## src/rtl/axi_wr_slave_arbiter.sv

```systemverilog
// Per-slave AXI write-path arbiter: round-robin grant held for one
// full AW/W/B transaction, with a watchdog that releases stalled owners.
module axi_wr_slave_arbiter #(
  parameter int NUM_MASTERS = 3,
  parameter int IDXW        = 2,
  parameter int TIMEOUT     = 1024,
  parameter int TOW         = 11
) (
  input  logic                   ACLK,
  input  logic                   ARESETn,
  input  logic [NUM_MASTERS-1:0] req,
  input  logic                   aw_hs,
  input  logic                   w_last_hs,
  input  logic                   b_hs,
  output logic                   grant_valid,
  output logic [IDXW-1:0]        grant_idx,
  output logic [NUM_MASTERS-1:0] grant_onehot,
  output logic [1:0]             state_o,
  output logic                   timeout_err
);

  typedef enum logic [1:0] {
    IDLE = 2'd0,
    ADDR = 2'd1,
    DATA = 2'd2,
    RESP = 2'd3
  } state_t;

  state_t                 state, state_n;
  logic [TOW-1:0]         wd, wd_n;
  logic [IDXW-1:0]        last, last_n;
  logic                   gv_n;
  logic [IDXW-1:0]        idx_n;
  logic [NUM_MASTERS-1:0] oh_n;
  logic                   to_n;

  logic                   pick_found;
  logic [IDXW-1:0]        pick_idx;
  logic [NUM_MASTERS-1:0] pick_oh;
  logic                   wd_hit;
  int                     j;

  // Scan starts one past the previous winner.
  always_comb begin
    pick_found = 1'b0;
    pick_idx   = '0;
    pick_oh    = '0;
    j          = 0;
    for (int i = 1; i <= NUM_MASTERS; i++) begin
      j = (int'(last) + i) % NUM_MASTERS;
      if (!pick_found && req[j]) begin
        pick_found = 1'b1;
        pick_idx   = IDXW'(j);
        pick_oh    = NUM_MASTERS'(1) << j;
      end
    end
  end

  assign wd_hit = (wd == TOW'(TIMEOUT - 1));

  always_comb begin
    state_n = state;
    last_n  = last;
    gv_n    = grant_valid;
    idx_n   = grant_idx;
    oh_n    = grant_onehot;
    to_n    = 1'b0;
    wd_n    = '0;
    case (state)
      IDLE: begin
        if (pick_found) begin
          state_n = ADDR;
          gv_n    = 1'b1;
          idx_n   = pick_idx;
          oh_n    = pick_oh;
          last_n  = pick_idx;
        end
      end
      ADDR: begin
        if (aw_hs) begin
          state_n = w_last_hs ? RESP : DATA;
        end else if (wd_hit) begin
          state_n = IDLE;
          gv_n    = 1'b0;
          oh_n    = '0;
          to_n    = 1'b1;
        end
      end
      DATA: begin
        if (w_last_hs) begin
          state_n = RESP;
        end else if (wd_hit) begin
          state_n = IDLE;
          gv_n    = 1'b0;
          oh_n    = '0;
          to_n    = 1'b1;
        end
      end
      RESP: begin
        if (b_hs) begin
          state_n = IDLE;
          gv_n    = 1'b0;
          oh_n    = '0;
        end else if (wd_hit) begin
          state_n = IDLE;
          gv_n    = 1'b0;
          oh_n    = '0;
          to_n    = 1'b1;
        end
      end
      default: begin
        state_n = IDLE;
        gv_n    = 1'b0;
        oh_n    = '0;
      end
    endcase
    // Watchdog restarts whenever the state moves.
    if (state_n == state && state != IDLE)
      wd_n = wd + TOW'(1);
  end

  always_ff @(posedge ACLK or negedge ARESETn) begin
    if (!ARESETn) begin
      state        <= IDLE;
      wd           <= '0;
      last         <= IDXW'(NUM_MASTERS - 1);
      grant_valid  <= 1'b0;
      grant_idx    <= '0;
      grant_onehot <= '0;
      timeout_err  <= 1'b0;
    end else begin
      state        <= state_n;
      wd           <= wd_n;
      last         <= last_n;
      grant_valid  <= gv_n;
      grant_idx    <= idx_n;
      grant_onehot <= oh_n;
      timeout_err  <= to_n;
    end
  end

  assign state_o = state;

endmodule

```

## config.mk

```make
export PLATFORM = sky130hd
export DESIGN_NAME = axi_wr_slave_arbiter
export DESIGN_NICKNAME = d
export VERILOG_FILES = /design/src/rtl/axi_wr_slave_arbiter.sv
export SDC_FILE = /design/constraint.sdc
export NUM_CORES = 1
export LEC_CHECK = 0
export ABC_AREA = 1
export CAP_MARGIN = 20
export CORE_ASPECT_RATIO = 0.7
export CORE_MARGIN = 2
export CORE_UTILIZATION = 52
export CTS_BUF_LIST = sky130_fd_sc_hd__clkbuf_8
export CTS_CLUSTER_SIZE = 40
export DETAILED_ROUTE_END_ITERATION = 10
export PLACE_DENSITY = 0.78
export SETUP_SLACK_MARGIN = 0.05
export SLEW_MARGIN = 20
export SYNTH_ARGS = -nofsm -noshare
export SYNTH_HDL_FRONTEND = slang
export SYNTH_SLANG_ARGS = --single-unit
```

## constraint.sdc

```tcl
create_clock -name ACLK -period 1.75 [get_ports ACLK]
set_clock_uncertainty 0.2 [all_clocks]
set_input_delay 0.4375 -clock ACLK [delete_from_list [all_inputs] [get_ports ACLK]]
set_output_delay 0.4375 -clock ACLK [all_outputs]
set_load 0.02 [all_outputs]
```

Routing congestion:
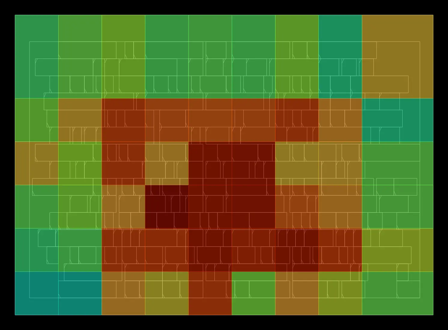
GR peak layer: met2
met3 Use GR: 5.88%
Finished Core Util: 83.8%
met1 usage: 30.3%
M2 GR Usage: 51.4%

Placement density heat map:
7 x 5 tiles, from white (low) to dark blue (high), 0 to 100% covered.
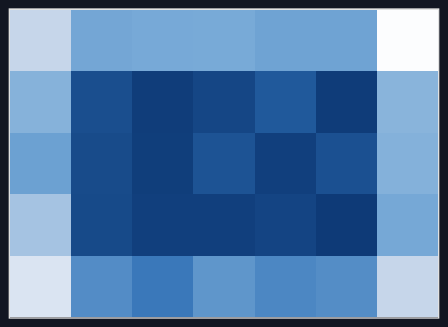
mean over tiles: 66%
tiles over 75% full: 43%
fullest tile: 96%
densest ninth of the die: middle
nearly empty tiles: 2.9%

==> results.json <==
{
  "swShare_pct": 49.3,
  "seqPwrFrac_pct": 17.8,
  "crit_start": "last[1]",
  "drt-initial-drc-count": 136,
  "power.switching_mw": 1.93,
  "ys_types": 28,
  "dp_hpwl_mm": 2.52,
  "cap_viol_max_count": 0,
  "worstMarginPinSlew_ps": 331,
  "p_leak_nw": 0.987,
  "ff_count": 21,
  "finalPower_mw": 3.91,
  "design_area_um2": 2120,
  "dp_slack_ps": -393,
  "netlist.top_cell.by_area": "dfrtp_1",
  "grt_usage_pct": 26.8,
  "setup_viol": 20,
  "synth.area.mux_share_pct": 0,
  "netlist_area_um2": 1420,
  "status": "finished, violations left",
  "syn_area_per_cell_um2": 7.95,
  "ys_sh_aoi_pct": 6.16,
  "tool_warnings": 35,
  "area_leaders": "dfrtp_1, nand2_1, ha_1",
  "post_cts_buffers": 5,
  "clkCellAreaFrac_pct": 2.30,
  "antenna_left": 0,
  "comb_power_mw": 2.87,
  "num_tap_cells": 34,
  "ys_ff": 21,
  "sh_comb_area_pct": 47.3,
  "regArea_um2": 529,
  "pg_seq_mw": 0.695,
  "vdd_drop_max_mv": 1.44,
  "io_buffers": 16,
  "whs_ps": 307,
  "grt_overflow": 0,
  "worstPathArrival_ps": 2040,
  "core_area_um2": 2530,
  "wirelength_met1_mm": 1.75,
  "crit_type": "flop to flop",
  "setup_ws_ps": -305,
  "violations": "setup timing",
  "antennaDiodeCount": 0,
  "rows": 15,
  "synth_top_flop_cell": "dfrtp_1",
  "yosys.area_share.simple_pct": 36.1,
  "yosys_warnings": 0,
  "synth_cells": 179,
  "dieArea_um2": 3180,
  "die_h_um": 47.8,
  "wl_met2_mm": 2.23,
  "sh_seq_area_pct": 24.9,
  "cp_top_family": "simple AND/OR/NAND/NOR gates",
  "buffer_area_share_pct": 18.0,
  "signal_buffers": 44,
  "crit_required_ps": 1740,
  "h-tree-depth": 1,
  "cp.depth": 11,
  "max_flop_register": "wd",
  "r2r_slack_ps": -300,
  "cts_hold_buf": 0,
  "p_int_mw": 1.98,
  "dp_cells": 247,
  "path_buffers": 3,
  "p_per_area_nw_per_um2": 1840,
  "top_layer": "met4",
  "setup.worst_path.end_class": "flop",
  "grt_max_degree": 22
}
M2 wires:
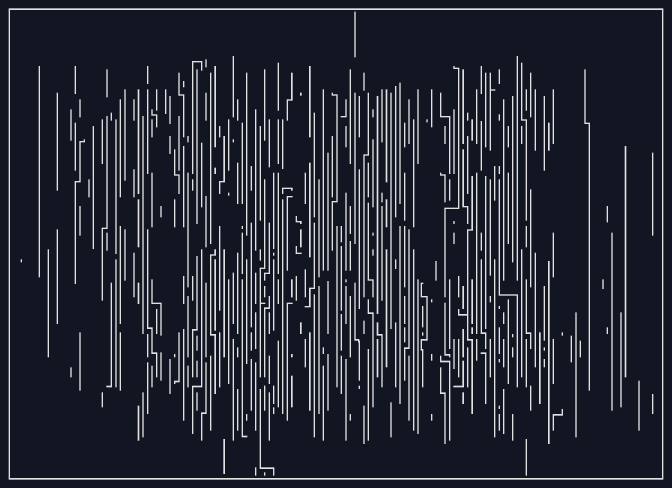
nets with wire on the layer: 215
main direction: vertical
longest straight run: 27.2 µm
wire length on this layer: 2230 µm
share of all routed wire: 49%

